## config.mk

```make
export PLATFORM = sky130hd
export DESIGN_NAME = pll_reset_sequencer
export DESIGN_NICKNAME = d
export VERILOG_FILES = /design/src/rtl/pll_reset_sequencer.sv
export SDC_FILE = /design/constraint.sdc
export NUM_CORES = 1
export LEC_CHECK = 0
export CAP_MARGIN = 30
export CELL_PAD_IN_SITES_DETAIL_PLACEMENT = 1
export CELL_PAD_IN_SITES_GLOBAL_PLACEMENT = 1
export CORE_MARGIN = 2
export CORE_UTILIZATION = 47
export CTS_CLUSTER_DIAMETER = 40
export DETAILED_ROUTE_END_ITERATION = 10
export DONT_BUFFER_PORTS = 1
export PLACE_DENSITY_LB_ADDON = 0.1
export SETUP_SLACK_MARGIN = 0.5
export SLEW_MARGIN = 20
export SYNTH_ARGS = -nofsm -noshare
export SYNTH_HDL_FRONTEND = slang
export SYNTH_SLANG_ARGS = --single-unit
```

## constraint.sdc

```tcl
create_clock -name clk -period 2.3 [get_ports clk]
set_input_delay 0.575 -clock clk [delete_from_list [all_inputs] [get_ports clk]]
set_output_delay 0.575 -clock clk [all_outputs]
set_load 0.02 [all_outputs]
```

## src/rtl/pll_reset_sequencer.sv

```systemverilog
// -----------------------------------------------------------------------------
// pll_reset_sequencer
//
// Purpose:
//   Sits downstream of the PLL wrapper and runs on the PLL output clock. It
//   synchronises the PLL lock flag and requires it to stay high for a
//   programmable number of cycles. It then releases an active-low reset to the
//   display pipeline and raises ready after a further holdoff. While in
//   service, it filters lock dropouts. A real loss of lock re-sequences the
//   reset and is counted in a saturating event counter.
//
// Configuration macro:
//   PLL_LOSS_RECOVERY_EN - when defined, lock loss in HOLDOFF/RUN is filtered,
//                          enters FAULT and is counted. When undefined,
//                          lock_s is ignored once HOLDOFF is reached, FAULT is
//                          never entered and lost_count stays 0.
//
// Ports:
//   clk         in   PLL output clock; every flop lives in this domain
//   reset_n     in   asynchronous active-low reset
//   pll_locked  in   PLL lock flag, asynchronous to clk
//   rst_out_n   out  downstream reset, active-low (async assert, sync release)
//   ready       out  high once downstream is out of reset and past holdoff
//   seq_state   out  current FSM state (0 WAIT_LOCK, 1 QUALIFY, 2 HOLDOFF,
//                    3 RUN, 4 FAULT)
//   lost_count  out  saturating count of lock-loss events
// -----------------------------------------------------------------------------
module pll_reset_sequencer #(
  parameter int LOCK_STABLE_CYCLES = 1024,
  parameter int HOLDOFF_CYCLES     = 16,
  parameter int LOSS_FILTER_CYCLES = 4,
  parameter int LOST_CNT_W         = 8
) (
  input  logic                  clk,
  input  logic                  reset_n,
  input  logic                  pll_locked,
  output logic                  rst_out_n,
  output logic                  ready,
  output logic [2:0]            seq_state,
  output logic [LOST_CNT_W-1:0] lost_count
);

  localparam int QUAL_W = $clog2(LOCK_STABLE_CYCLES + 1);
  localparam int HOLD_W = $clog2(HOLDOFF_CYCLES + 1);
  localparam int LOSS_W = $clog2(LOSS_FILTER_CYCLES + 1);

  localparam logic [QUAL_W-1:0]     QUAL_ZERO = {QUAL_W{1'b0}};
  localparam logic [QUAL_W-1:0]     QUAL_ONE  = QUAL_W'(32'd1);
  localparam logic [QUAL_W-1:0]     QUAL_LAST = QUAL_W'(LOCK_STABLE_CYCLES - 1);
  localparam logic [HOLD_W-1:0]     HOLD_ZERO = {HOLD_W{1'b0}};
  localparam logic [HOLD_W-1:0]     HOLD_ONE  = HOLD_W'(32'd1);
  localparam logic [HOLD_W-1:0]     HOLD_LAST = HOLD_W'(HOLDOFF_CYCLES - 1);
  localparam logic [LOSS_W-1:0]     LOSS_ZERO = {LOSS_W{1'b0}};
  localparam logic [LOSS_W-1:0]     LOSS_ONE  = LOSS_W'(32'd1);
  localparam logic [LOSS_W-1:0]     LOSS_LAST = LOSS_W'(LOSS_FILTER_CYCLES - 1);
  localparam logic [LOST_CNT_W-1:0] LOST_ZERO = {LOST_CNT_W{1'b0}};
  localparam logic [LOST_CNT_W-1:0] LOST_ONE  = LOST_CNT_W'(32'd1);
  localparam logic [LOST_CNT_W-1:0] LOST_MAX  = {LOST_CNT_W{1'b1}};

`ifdef PLL_LOSS_RECOVERY_EN
  localparam logic LOSS_RECOVERY = 1'b1;
`else
  // The filter counter still runs, but it can never raise a fault.
  localparam logic LOSS_RECOVERY = 1'b0;
`endif

  typedef enum logic [2:0] {
    ST_WAIT_LOCK = 3'd0,
    ST_QUALIFY   = 3'd1,
    ST_HOLDOFF   = 3'd2,
    ST_RUN       = 3'd3,
    ST_FAULT     = 3'd4
  } state_t;

  // Saturating increment for the lock-loss event counter (never wraps).
  function automatic logic [LOST_CNT_W-1:0] sat_inc(input logic [LOST_CNT_W-1:0] val);
    logic [LOST_CNT_W-1:0] res;
    if (val == LOST_MAX) begin
      res = val;
    end else begin
      res = val + LOST_ONE;
    end
    return res;
  endfunction

  logic                  r_sync1;
  logic                  r_lock_s;
  state_t                r_state;
  logic [QUAL_W-1:0]     r_qual_cnt;
  logic [HOLD_W-1:0]     r_hold_cnt;
  logic [LOSS_W-1:0]     r_loss_cnt;
  logic [LOST_CNT_W-1:0] r_lost_count;
  logic                  r_rst_out_n;
  logic                  r_ready;

  state_t                w_state_nxt;
  logic [QUAL_W-1:0]     w_qual_nxt;
  logic [HOLD_W-1:0]     w_hold_nxt;
  logic [LOSS_W-1:0]     w_loss_nxt;
  logic [LOST_CNT_W-1:0] w_lost_nxt;
  logic                  w_loss_hit;
  logic                  w_rst_out_n_nxt;
  logic                  w_ready_nxt;

  // Two-flop synchroniser for the asynchronous PLL lock flag.
  always_ff @(posedge clk or negedge reset_n) begin
    if (!reset_n) begin
      r_sync1  <= 1'b0;
      r_lock_s <= 1'b0;
    end else begin
      r_sync1  <= pll_locked;
      r_lock_s <= r_sync1;
    end
  end

  // FSM state register.
  always_ff @(posedge clk or negedge reset_n) begin
    if (!reset_n) begin
      r_state <= ST_WAIT_LOCK;
    end else begin
      r_state <= w_state_nxt;
    end
  end

  // Next-state, counter and output-decode logic.
  always_comb begin
    w_state_nxt = r_state;
    w_qual_nxt  = r_qual_cnt;
    w_hold_nxt  = r_hold_cnt;
    w_loss_nxt  = r_loss_cnt;
    w_lost_nxt  = r_lost_count;
    w_loss_hit  = 1'b0;

    case (r_state)
      ST_WAIT_LOCK: begin
        w_hold_nxt = HOLD_ZERO;
        w_loss_nxt = LOSS_ZERO;
        if (r_lock_s) begin
          // The sample that leaves WAIT_LOCK is the first of the stable window.
          w_state_nxt = ST_QUALIFY;
          w_qual_nxt  = QUAL_ONE;
        end else begin
          w_state_nxt = ST_WAIT_LOCK;
          w_qual_nxt  = QUAL_ZERO;
        end
      end

      ST_QUALIFY: begin
        if (!r_lock_s) begin
          // Loss wins even on what would have been the releasing edge.
          w_state_nxt = ST_WAIT_LOCK;
          w_qual_nxt  = QUAL_ZERO;
        end else if (r_qual_cnt >= QUAL_LAST) begin
          w_state_nxt = ST_HOLDOFF;
          w_qual_nxt  = QUAL_ZERO;
          w_hold_nxt  = HOLD_ZERO;
          w_loss_nxt  = LOSS_ZERO;
        end else begin
          w_qual_nxt  = r_qual_cnt + QUAL_ONE;
        end
      end

      ST_HOLDOFF, ST_RUN: begin
        // A dropout shorter than the filter length is ignored.
        if (r_lock_s) begin
          w_loss_nxt = LOSS_ZERO;
        end else if (r_loss_cnt == LOSS_LAST) begin
          w_loss_hit = LOSS_RECOVERY;
          w_loss_nxt = r_loss_cnt;
        end else begin
          w_loss_nxt = r_loss_cnt + LOSS_ONE;
        end

        if (w_loss_hit) begin
          // Loss takes priority over the HOLDOFF->RUN step.
          w_state_nxt = ST_FAULT;
          w_lost_nxt  = sat_inc(r_lost_count);
          w_loss_nxt  = LOSS_ZERO;
          w_hold_nxt  = HOLD_ZERO;
        end else if (r_state == ST_HOLDOFF) begin
          if (r_hold_cnt == HOLD_LAST) begin
            w_state_nxt = ST_RUN;
            w_hold_nxt  = HOLD_ZERO;
          end else begin
            w_state_nxt = ST_HOLDOFF;
            w_hold_nxt  = r_hold_cnt + HOLD_ONE;
          end
        end else begin
          w_state_nxt = ST_RUN;
        end
      end

      ST_FAULT: begin
        w_state_nxt = ST_WAIT_LOCK;
        w_qual_nxt  = QUAL_ZERO;
        w_hold_nxt  = HOLD_ZERO;
        w_loss_nxt  = LOSS_ZERO;
      end

      default: begin
        // Unused encodings 5..7 recover to WAIT_LOCK on the next edge.
        w_state_nxt = ST_WAIT_LOCK;
        w_qual_nxt  = QUAL_ZERO;
        w_hold_nxt  = HOLD_ZERO;
        w_loss_nxt  = LOSS_ZERO;
      end
    endcase

    // Outputs are decoded from the next state so the registered copies
    // change on the same edge as the state.
    w_rst_out_n_nxt = (w_state_nxt == ST_HOLDOFF) || (w_state_nxt == ST_RUN);
    w_ready_nxt     = (w_state_nxt == ST_RUN);
  end

  // Sequencing counters, event counter and registered outputs.
  always_ff @(posedge clk or negedge reset_n) begin
    if (!reset_n) begin
      r_qual_cnt   <= QUAL_ZERO;
      r_hold_cnt   <= HOLD_ZERO;
      r_loss_cnt   <= LOSS_ZERO;
      r_lost_count <= LOST_ZERO;
      r_rst_out_n  <= 1'b0;
      r_ready      <= 1'b0;
    end else begin
      r_qual_cnt   <= w_qual_nxt;
      r_hold_cnt   <= w_hold_nxt;
      r_loss_cnt   <= w_loss_nxt;
      r_lost_count <= w_lost_nxt;
      r_rst_out_n  <= w_rst_out_n_nxt;
      r_ready      <= w_ready_nxt;
    end
  end

  assign rst_out_n  = r_rst_out_n;
  assign ready      = r_ready;
  assign seq_state  = r_state;
  assign lost_count = r_lost_count;

endmodule
```

==> notes.md, run 1 <==
impl run done, here's what came out: clock buffer depth=2, overall die width=54.56 um, xor/xnor cell area share of the yosys netlist=0%, combinational cell fraction of total power=8.4%, DR WL met2=1380 um, status=completed, launching point of the worst reg2reg path=seq_state[1], CP Launch Type=register, Clock Pin Slew Worst Setup and Hold Paths=130 ps, Synth Register Bits=23, # DRC=0, sequential standard cell area=578.1 um^2, number of synthesis warnings=0, clock latency of the later-clocked register in the worst-skew pair=310 ps, via count of the first global-routing pass=906, first-pass GRT wire length=4284 um, Leading power group=sequential cells, most numerous logic cells after layout=21 x sky130_fd_sc_hd__dfrtp_1, 10 x sky130_fd_sc_hd__nand2_1, 9 x sky130_fd_sc_hd__conb_1, 8 x sky130_fd_sc_hd__o21ai_0, 7 x sky130_fd_sc_hd__nand3_1, yosys cell count=123, slack of the critical path=554.8 ps, count of hold buffers inserted by post-cts repair=1, row count=18, post-CTS setup-driven buffer insertion count=0, Synth top area share=47.92%, total core area=2455 um^2, detailed-placement wirelength estimate=1928 um, placement-stage worst setup slack=415.7 ps, layout cells sized above 1=16.15%, TritonCTS buffer count=3, OpenROAD warning count=27, met3 capacity usage during global routing=3.825%, Reg2Reg Setup Slack=550 ps, portion of total power attributed to the clock network=28.4%, cell leakage power=0.5555 nW, filler instances=287, Setup crit end kind=register, cell internal pwr=0.0004901 W, CP Data Required Time=2540 ps, multiplexer share of the synthesized area=2.500%, number of maximum-capacitance violations=0
run 1: final cells by class:
class / instances / area share [%]
timing repair buffer: 7 / 3.887
clock buffer: 3 / 1.749
tap: 30 / 2.915
multi-input combinational: 92 / 45.00
inverter: 4 / 1.166
sequential: 23 / 44.90
clock inverter: 1 / 0.3887
run 1: through the flow:
step	instance area (um^2)	cells	power (W)	utilization (%)
finish	1287	160	0.0006558	52.45
floorplan	1231	131	0.0004632	-
CTS	1265	158	0.0006620	51.53
detailed placement	1221	153	0.0004641	49.75
global placement	1221	153	0.0004628	49.75
global route	1287	160	0.0006883	52.45
run 1: critical path: stages, from the launching register on:
cell,delay (ps)
sky130_fd_sc_hd__dfrtp_2,520
sky130_fd_sc_hd__nand2b_4,190
sky130_fd_sc_hd__or3_4,370
sky130_fd_sc_hd__or4_4,520
sky130_fd_sc_hd__o211ai_2,80
run 1: cells in the mapped netlist, types with 3 or more instances:
cell type	n
sky130_fd_sc_hd__and2_1	4
sky130_fd_sc_hd__mux2i_1	3
sky130_fd_sc_hd__a31oi_1	5
sky130_fd_sc_hd__buf_4	8
sky130_fd_sc_hd__o21ai_0	8
sky130_fd_sc_hd__and4_1	3
sky130_fd_sc_hd__a21oi_1	3
sky130_fd_sc_hd__nor2_1	4
sky130_fd_sc_hd__nand2_1	10
sky130_fd_sc_hd__nand3_1	8
sky130_fd_sc_hd__dfrtp_1	23
sky130_fd_sc_hd__nand2b_1	3
sky130_fd_sc_hd__nand4_1	3
sky130_fd_sc_hd__inv_1	4
sky130_fd_sc_hd__nor3_1	4
run 1: state kept, by name (all words and copies together) (netlist names):
signal,count
r_hold_cnt,5
r_lock_s,1
r_qual_cnt,11
r_sync1,1
ready,1
rst_out_n,1
seq_state,3
Figure 1. I/O nets highlighted (run 1).
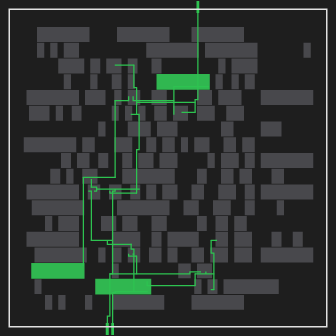
- seq_state: green (direction output; end cells 3; buffers 2; wire 237 um)
Port Buf Inserts: 0
number of primary I/O pins: 16

Figure 2. Cell classes on the final placement (run 1).
Bar = 20 um. Fill, decap, tap and diode cells in gray.
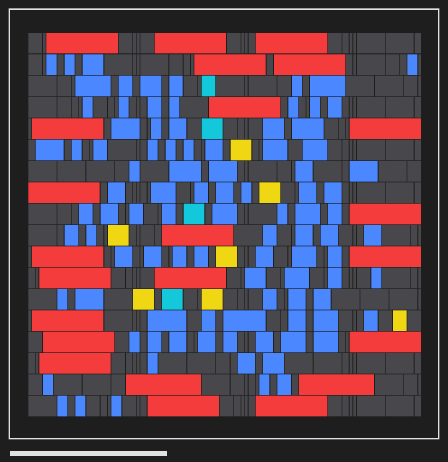
- remaining buffers and delay cells: yellow (cells 7; share of their area 4.0%)
- combinational and other logic: blue (cells 96; share of their area 48%)
- sequential cells: red (cells 23; share of their area 46%)
- clock drivers and dummy loads: cyan (cells 4; share of their area 2.2%)

Figure 3. Congestion heat map (run 1).
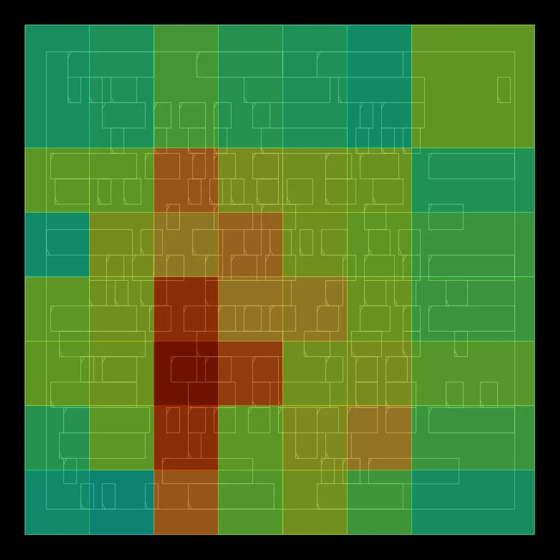
Overall Global Routing Usage: 20.77%
routed wire length per instance: 16.76 um
Most Used Layer, Global Route: met2

==> inputs of run 2 (changes only) <==
==> constraint.sdc (replaced) <==
create_clock -name clk -period 1.75 [get_ports clk]
set_input_delay 0.4375 -clock clk [delete_from_list [all_inputs] [get_ports clk]]
set_output_delay 0.4375 -clock clk [all_outputs]
set_load 0.02 [all_outputs]
==> run 2 against run 1 <==
Net effect: synthesized cell count did not move; worst hold slack got worse by 120 ps; cell area rose by 31%; register-to-register slack got worse by 430 ps; largest cell class unchanged; clock power rose by 34%; highest routed layer unchanged.
==> notes.md, run 2 <==
impl run done, here's what came out: status=completed, number of maximum-capacitance violations=0 (unchanged), register with the most flip-flops=r_qual_cnt, CP Data Required Time=1970 ps (-570 ps), DR WL met2=2443 um (+77%), number of standard cells in the final layout excluding fillers=188 (+18%), yosys cell count=123 (unchanged), total placed cells including tap cells=155 (+1.3%), Setup crit end kind=register, number of synthesis warnings=0 (unchanged), number of primary I/O pins=16 (unchanged), first-pass GRT wire length=5533 um (+29%), multiplexer share of the synthesized area=2.500% (unchanged), clock buffer depth=2 (unchanged), slack of the critical path=129.8 ps (-425.1 ps), met3 capacity usage during global routing=5.464% (+1.6 points), Port Buf Inserts=0 (unchanged), detailed-placement wirelength estimate=1965 um (+1.9%), # DRC=0 (unchanged), TritonCTS buffer count=3 (unchanged), area post-placement=1269 um^2 (+3.9%), OpenROAD warning count=29 (+7.4%), Leading power group=sequential cells, cell leakage power=0.7343 nW (+32%), Most Used Layer, Global Route=met2, routed wire length per instance=24.72 um (+48%), Overall Global Routing Usage=26.92% (+6.1 points), Synth top area share=47.92% (unchanged), final core area utilization=68.91% (+16 points), most used standard cell by instance count after synthesis=sky130_fd_sc_hd__dfrtp_1, overall die width=54.56 um (unchanged), placement-stage worst setup slack=176.5 ps (-239.2 ps), Synth Register Bits=23 (unchanged), ranking of synthesized cells by instance count=23 x sky130_fd_sc_hd__dfrtp_1, 10 x sky130_fd_sc_hd__nand2_1, 8 x sky130_fd_sc_hd__buf_4, 8 x sky130_fd_sc_hd__nand3_1, 8 x sky130_fd_sc_hd__o21ai_0, Reg2Reg Setup Slack=130 ps (-430 ps), most numerous logic cells after layout=23 x sky130_fd_sc_hd__buf_4, 19 x sky130_fd_sc_hd__dfrtp_1, 9 x sky130_fd_sc_hd__nand2_1, 9 x sky130_fd_sc_hd__conb_1, 9 x sky130_fd_sc_hd__buf_6, flip-flop count of the largest register, all copies and words added=11 (unchanged), portion of total power attributed to the clock network=27.6% (-0.8 points), Clock Pin Slew Worst Setup and Hold Paths=140 ps (about the same), launching point of the worst reg2reg path=r_qual_cnt[1], combinational cell fraction of total power=11.9% (+3.5 points)
## run 2: netlist changes by cell type in the layout (fill, tap and decap cells not counted), sizes merged
cell	before	now
buf	7	35
## run 2: through the flow
step	power, W	hold slack [ps]
detailed placement	0.0006141	142.4
CTS	0.0008923	130.1
global placement	0.0006126	142.4
global route	0.0009345	111.8
finish	0.0009065	81.55
floorplan	0.0006133	141.9
## run 2: worst max-delay path, stage by stage (launching register included)
cell and delay (ps):
sky130_fd_sc_hd__dfrtp_1 460, sky130_fd_sc_hd__ha_4 190, sky130_fd_sc_hd__a21o_1 210, sky130_fd_sc_hd__buf_6 140, sky130_fd_sc_hd__a31oi_4 250, sky130_fd_sc_hd__o21ai_4 120
sky130_fd_sc_hd__mux2i_1 130
## run 2: worst max-delay path by stage
| stage | to | from | depth (start not counted) |
|---|---|---|---|
| 2_1_floorplan | r_qual_cnt[8] | seq_state[2] | 4 |
| 3_3_place_gp | r_qual_cnt[8] | seq_state[2] | 4 |
| 3_5_place_dp | r_qual_cnt[8] | seq_state[2] | 4 |
| 4_1_cts | r_qual_cnt[8] | seq_state[1] | 4 |
| 5_1_grt | r_hold_cnt[1] | r_qual_cnt[1] | 6 |
| 6_report | r_hold_cnt[1] | r_qual_cnt[1] | 6 |
## run 2: timing repair
action,4_1_cts,5_1_grt
resized,18,30
buffers inserted,13,14
endpoints found under the setup margin,21,22
pin swaps,1,4
cloned,0,1
endpoints found under the hold margin,23,0
hold buffers,1,0
## run 2: cell type report
| type | instances | area, um^2 |
|---|---|---|
| clock buffers | 3 | 22.52 |
| clock inverters | 1 | 5.005 |
| fillers | 261 | 763.2 |
| inverters | 4 | 15.01 |
| multi-input cells | 92 | 721.9 |
| flip-flops and latches | 23 | 580.6 |
| well taps | 30 | 37.54 |
| repair buffers | 35 | 309.0 |
Figure 4. Cell classes on the final placement (run 2).
Bar = 20 um. Fill, decap, tap and diode cells in gray.
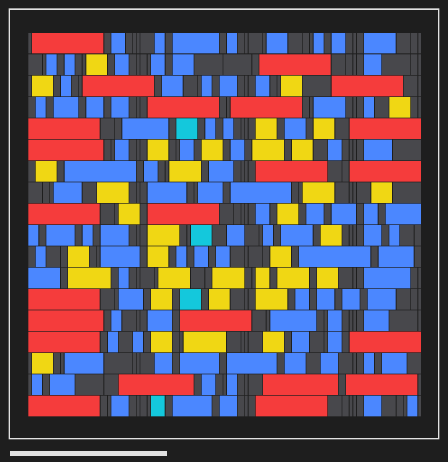
- sequential cells: red (cells 23; share of their area 35%)
- remaining buffers and delay cells: yellow (cells 35; share of their area 19%)
- combinational and other logic: blue (cells 96; share of their area 45%)
- clock drivers and dummy loads: cyan (cells 4; share of their area 1.7%)
total core area: 2455 um^2
share of cell area taken by flip-flops and latches: 34.32%
post-route cell area: 1692 um^2

Power and IR drop assume default switching activity.
